### src/rtl/sim_run_ctrl.sv
// sim_run_ctrl: run controller for the RVCPU simulation harness.
// Holds the core in reset for a fixed number of cycles after rst release,
// then counts run cycles and retired instructions. The run ends on a store
// to TOHOST_ADDR (PASS when the data is 1, otherwise FAIL), on a cycle
// budget (TIMEOUT) or on a retire stall (HANG). Terminal states are
// absorbing until rst is asserted again.
// Ports:
//   clk           clock, all state on rising edge
//   rst           asynchronous active-low reset
//   retire        core retired one instruction this cycle
//   st_valid      core data store valid this cycle
//   st_addr       store address
//   st_data       store data
//   cpu_rst       active-high reset to the core (registered)
//   done          run finished (sticky)
//   pass          run finished with tohost==1 (sticky)
//   status        0 HOLD, 1 RUN, 2 PASS, 3 FAIL, 4 TIMEOUT, 5 HANG
//   fail_code     st_data>>1 of the failing tohost write, else 0
//   cycle_count   cycles spent in RUN (saturating)
//   instret_count retire pulses counted in RUN (saturating)
module sim_run_ctrl #(
  parameter int unsigned     XLEN        = 32,
  parameter int unsigned     CNT_W       = 32,
  parameter int unsigned     RST_CYCLES  = 2,
  parameter int unsigned     MAX_CYCLES  = 100,
  parameter int unsigned     STALL_LIMIT = 64,
  parameter logic [XLEN-1:0] TOHOST_ADDR = 'h1000
) (
  input  logic             clk,
  input  logic             rst,
  input  logic             retire,
  input  logic             st_valid,
  input  logic [XLEN-1:0]  st_addr,
  input  logic [XLEN-1:0]  st_data,
  output logic             cpu_rst,
  output logic             done,
  output logic             pass,
  output logic [2:0]       status,
  output logic [XLEN-2:0]  fail_code,
  output logic [CNT_W-1:0] cycle_count,
  output logic [CNT_W-1:0] instret_count
);

  typedef enum logic [2:0] {
    S_HOLD    = 3'd0,
    S_RUN     = 3'd1,
    S_PASS    = 3'd2,
    S_FAIL    = 3'd3,
    S_TIMEOUT = 3'd4,
    S_HANG    = 3'd5
  } state_t;

  // A zero reset length still holds the core for one edge.
  localparam int unsigned      RST_EFF   = (RST_CYCLES == 0) ? 1 : RST_CYCLES;
  localparam int unsigned      HOLD_W    = $clog2(RST_EFF + 1);
  localparam logic [HOLD_W-1:0] HOLD_LAST = HOLD_W'(RST_EFF - 1);
  localparam logic [CNT_W-1:0]  MAX_LAST  = CNT_W'(MAX_CYCLES - 1);
  localparam logic [CNT_W-1:0]  STALL_LAST = CNT_W'(STALL_LIMIT - 1);

  state_t             state, state_next;
  logic [HOLD_W-1:0]  hold_cnt;
  logic [CNT_W-1:0]   stall_cnt;
  logic               tohost_hit;
  logic               timeout_hit;
  logic               hang_hit;

  assign status = state;

  always_comb begin
    state_next  = state;
    tohost_hit  = st_valid && (st_addr == TOHOST_ADDR);
    timeout_hit = (MAX_CYCLES != 0) && (cycle_count == MAX_LAST);
    hang_hit    = (STALL_LIMIT != 0) && (stall_cnt == STALL_LAST) && !retire;
    case (state)
      S_HOLD: begin
        if (hold_cnt == HOLD_LAST) state_next = S_RUN;
      end
      S_RUN: begin
        if (tohost_hit)       state_next = (st_data == XLEN'(1)) ? S_PASS : S_FAIL;
        else if (timeout_hit) state_next = S_TIMEOUT;
        else if (hang_hit)    state_next = S_HANG;
      end
      default: state_next = state;
    endcase
  end

  always_ff @(posedge clk or negedge rst) begin
    if (!rst) begin
      state         <= S_HOLD;
      hold_cnt      <= '0;
      cpu_rst       <= 1'b1;
      done          <= 1'b0;
      pass          <= 1'b0;
      fail_code     <= '0;
      cycle_count   <= '0;
      instret_count <= '0;
      stall_cnt     <= '0;
    end else begin
      state   <= state_next;
      // Outputs follow the next state so they change on the same edge as state.
      cpu_rst <= (state_next == S_HOLD);
      done    <= (state_next != S_HOLD) && (state_next != S_RUN);
      pass    <= (state_next == S_PASS);

      if (state == S_HOLD) hold_cnt <= hold_cnt + 1'b1;

      if (state == S_RUN) begin
        if (cycle_count != '1) cycle_count <= cycle_count + 1'b1;
        if (retire && (instret_count != '1)) instret_count <= instret_count + 1'b1;
        if (retire)                stall_cnt <= '0;
        else if (stall_cnt != '1)  stall_cnt <= stall_cnt + 1'b1;
        if (state_next == S_FAIL)  fail_code <= st_data[XLEN-1:1];
      end
    end
  end

endmodule
### config.mk
export PLATFORM = sky130hd
export DESIGN_NAME = sim_run_ctrl
export DESIGN_NICKNAME = d
export VERILOG_FILES = /design/src/rtl/sim_run_ctrl.sv
export SDC_FILE = /design/constraint.sdc
export NUM_CORES = 1
export LEC_CHECK = 0
export CORE_MARGIN = 4
export CORE_UTILIZATION = 48
export CTS_BUF_LIST = sky130_fd_sc_hd__clkbuf_8
export DETAILED_ROUTE_END_ITERATION = 6
export GPL_TIMING_DRIVEN = 0
export PLACE_DENSITY = 0.75
export RECOVER_POWER = 25
export SLEW_MARGIN = 30
export SYNTH_ARGS = -nofsm -noshare
export SYNTH_HDL_FRONTEND = slang
export SYNTH_SLANG_ARGS = --single-unit
### constraint.sdc
create_clock -name clk -period 2.9 [get_ports clk]
set_clock_uncertainty 0.15 [all_clocks]
set_input_delay 0.435 -clock clk [delete_from_list [all_inputs] [get_ports clk]]
set_output_delay 0.435 -clock clk [all_outputs]
set_load 0.05 [all_outputs]
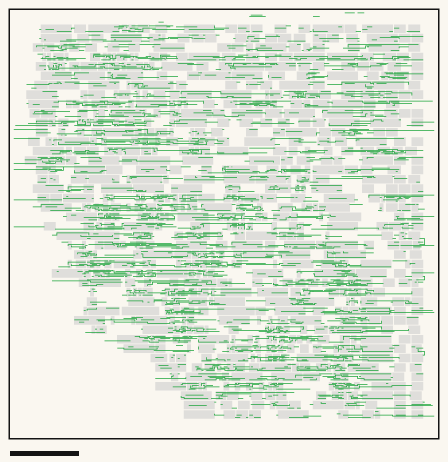
Fig. 1. The metal 1 layer.
The bar under the picture is 20 um long. Cells faint in the background.
The layer carries 6,620 um of wire. The wires run mostly horizontal. The layer holds 41% of the routed length. 747 nets have wire on it.
detailed-route wire length: 16.2 mm
met1 layer usage reported by global route: 0.259
detailed-route via count: 5,312

==> summary.txt <==
The layout was made with Yosys and OpenROAD.

The synthesized area per cell is 10.8 um^2. The register bit count reported by yosys is 135. The worst setup path is captured at a flip-flop. The H-tree was split into 4 levels.

The initial detailed-routing violation count is 392. The global routing report lists combined usage of all routing layers as 0.210. The number of clock sinks came to 135.

The portion of the post-synthesis area used by sequential elements is 0.526. The total of buffers placed on input and output ports is 168. The report lists the number of standard-cell rows as 42. The script reports the combined buffer and inverter count of the critical path as 2. The fmax is 394 MHz. The count of non-filler cells in the finished layout is 973. The share of cells above drive strength 1 is 0.114. The net count entering floorplan is 667.

The tightest hold margin is 0.335 ns. The final reports fail on capacitance limit, slew limit. The share of cell area taken by muxes after synthesis is 0.0576. The peak supply drop is 301 uV. The floorplan report gives the top-level pin count as 169. In this run the worst hold path is classified as reg -> reg. The gate-level netlist out of Yosys references 48 unique cell types.

The count of max-cap constraint violations is 1. After synthesis, the largest family of logic cells by area is simple AND/OR/NAND/NOR gates. The headroom to the max-slew limit is -0.0433. Yosys stat counts 595 cells in the synthesized netlist. At the placement stage, the worst setup path has a slack of -0.154 ns.

The flip-flop and latch area is 3380 um^2. The stat command in Yosys gives a chip area of 6430 um^2. The last weighted congestion value of the routability-driven placer is 0.837. The core area is 13,200 um^2.

The OpenROAD report gives the critical path a data arrival time of 2.72 ns. According to the dpl log, the detail-placed design has an HPWL of 12.2 mm. The startpoint type of the worst setup path is a primary input. The most used flip-flop cell after synthesis is dfrtp_1. Of all nets on the critical path, the largest fanout is 10. By area the synthesized netlist is led by dfrtp_1 (52%), xnor2_1 (6.1%), mux2_2 (5.1%), xor2_1 (4.9%), nand3_1 (3.6%).

From synthesis to final layout, the design area changed by 36.3%. The worst stage delay on the critical path is 0.44 ns. The buffers inserted during post-CTS setup optimization is 0. The number of buffers on the longest clock path is 2. The number of inserted diodes is 0. Per STA, the worst path accumulates the most delay in the family simple AND/OR/NAND/NOR gates. After clock tree synthesis, the clock-pin slew on the worst setup and hold paths is 0.07 ns. Counting every instance in the synthesized netlist gives 595. The adder-cell area share of the yosys netlist is 0.00779. The tally of nets with antenna violations remaining after routing is 0. Summing internal, switching and leakage power gives 3560 uW. Traced cell by cell, the critical path runs through clkdlybuf4s50_1 > nor4b_1 > nand4_1 > nor3_2 > nor3b_2 > buf_4 > mux2_2.

The net count of the finished layout is 856. The number of optimization iterations in the first detailed-route pass is 5. The y dimension of the die is 124 um. The number of OpenROAD warnings is 26. The layout has 1,014 filler cells. The buffer cell driving the clock tree root is clkbuf_8. The fraction of post-synthesis cell area in the top cell type by area is 0.522. The average via count per standard cell is 5.46. Counting the buffers created by CTS gives 17. In this run, the synthesized area fraction spent on AND-OR/OR-AND gates is recorded as 0.0391. Setup repair after global routing left no endpoint under its margin. In this run, placement finished with an instance count of 940. The power density over the cells is 407 nW/um^2. The maximum number of pins on one net before global-route repair is 76.

The multi-input combinational cells in the finished layout cover a total of 2940 um^2. The cell-mix breakdown from Yosys lists the XOR/XNOR area share as 0.110. The final max-slew violation count recorded for this run is 61. The cell-mix breakdown from Yosys lists the simple-gate area share as 0.243. The cell area that synthesis handed to floorplanning was 6430 um^2.

Dividing the detail-routed wire length by the instance count gives 16.6 um. Clock latency on the worst-skew pair, taken at its later pin, is 0.45 ns. The run finished, with violations left. The count of endpoints failing setup in the final report is 0.
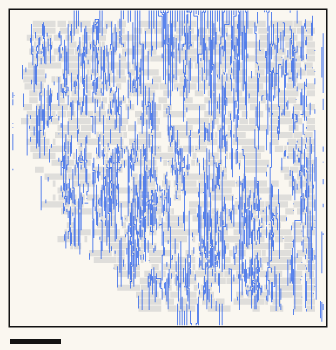
Fig. 2. The metal 2 layer.
The bar under the picture is 20 um long. Cells faint in the background.
The longest straight run is 55.8 um. The wires run mostly vertical. 777 nets have wire on it.
met2 Use GR: 0.356

## cell families after synthesis
logic type	Yosys count
buffers and inverters	23
AND-OR/OR-AND	38
XOR/XNOR	81
multiplexers	33
AND/OR/NAND/NOR	281
adder cells (fa/ha/maj)	4
flip-flops	135
## final timing paths
check | startpoint | to | slack [ns] | depth (start not counted)
setup / recovery | st_addr[1] | fail_code[0]$_DFFE_PN0P_ | 0.36 | 7
hold / removal | hold_cnt[0]$_DFFE_PN0P_ | hold_cnt[0]$_DFFE_PN0P_ | 0.33 | 1
setup reg to reg | status[1]$_DFF_PN0_ | stall_cnt[22]$_DFFE_PN0P_ | 0.47 | 6
hold reg to reg | hold_cnt[0]$_DFFE_PN0P_ | hold_cnt[0]$_DFFE_PN0P_ | 0.33 | 1
max in group asynchronous | rst | instret_count[24]$_DFFE_PN0P_ | 0.78 | 3
min in group asynchronous | rst | cycle_count[30]$_DFFE_PN0P_ | 0.79 | 2
## Yosys cell counts, drive strengths merged (3+ instances only)
cell type	instances
dfrtp	134
nor4	23
inv	9
and4	9
and2	8
and3	15
nor4b	7
or2	3
nand4	35
nor2b	3
nor3	17
ha	4
nand2	40
or3	12
xnor2	45
clkbuf	5
nor2	54
xor2	36
mux2	32
a21oi	14
nand3	46
buf	9
o21ai	14
## cell usage in the layout, fill, tap and decap left out, types with 5 or more instances in the layout
cell type and n:
nand4_1 34, or3_1 11, clkbuf_8 21, and2_1 8
nand2_1 40, and3_1 13, a21oi_1 14, mux2_2 29
nand3_1 46, o21ai_0 14, inv_1 13, xor2_1 36
clkbuf_1 5, clkdlybuf4s50_1 167, buf_2 5, xnor2_1 45
nor4b_1 6, nor3_1 13, nor4_1 22, nor2_1 54
and4_1 8, dfrtp_1 134
## power by group
group / leakage (uW) / total, uW / internal, uW / switching (uW)
clock: 0.000213 / 1530 / 841 / 693
combinational: 0.00171 / 149 / 87.5 / 61.3
sequential: 0.00178 / 1880 / 1880 / 0.00000244
total: 0.00371 / 3560 / 2810 / 755
## routing by layer
layer,global-route usage,share of wire,up-vias
li1,-,-,2519
met1,0.259,0.41,2589
met2,0.356,0.50,181
met3,0.0527,0.074,23
met4,0.0775,0.020,0
met5,0,0,-
## what timing repair did
item | 4_1_cts | 5_1_grt
hold endpoints to repair | 60 | 0
resized | 0 | 0
hold buffers | 1 | 0
## final cells by class
cell class                 instances  area share
sequential                       135       0.386
multi-input combinational        437       0.336
timing repair buffer             170       0.196
clock buffer                      21      0.0330
tap                              176      0.0251
clock inverter                    11      0.0124
buffer                            14     0.00843
inverter                           9     0.00386
## flip-flops by register name, indices dropped and copies added (netlist names), 2 cells and up
| register | count |
|---|---|
| cycle_count | 32 |
| status | 3 |
| stall_cnt | 32 |
| fail_code | 31 |
| instret_count | 32 |
| hold_cnt | 2 |
## metrics by stage
step | setup TNS (ns) | cell area [um^2]
CTS | 0 | 8770
finish | 0 | 8760
global route | 0 | 8760
detailed placement | -4.29 | 8360
floorplan | 0 | 6430
global placement | -528.78 | 8330
Power is estimated from default activity; no workload was simulated.
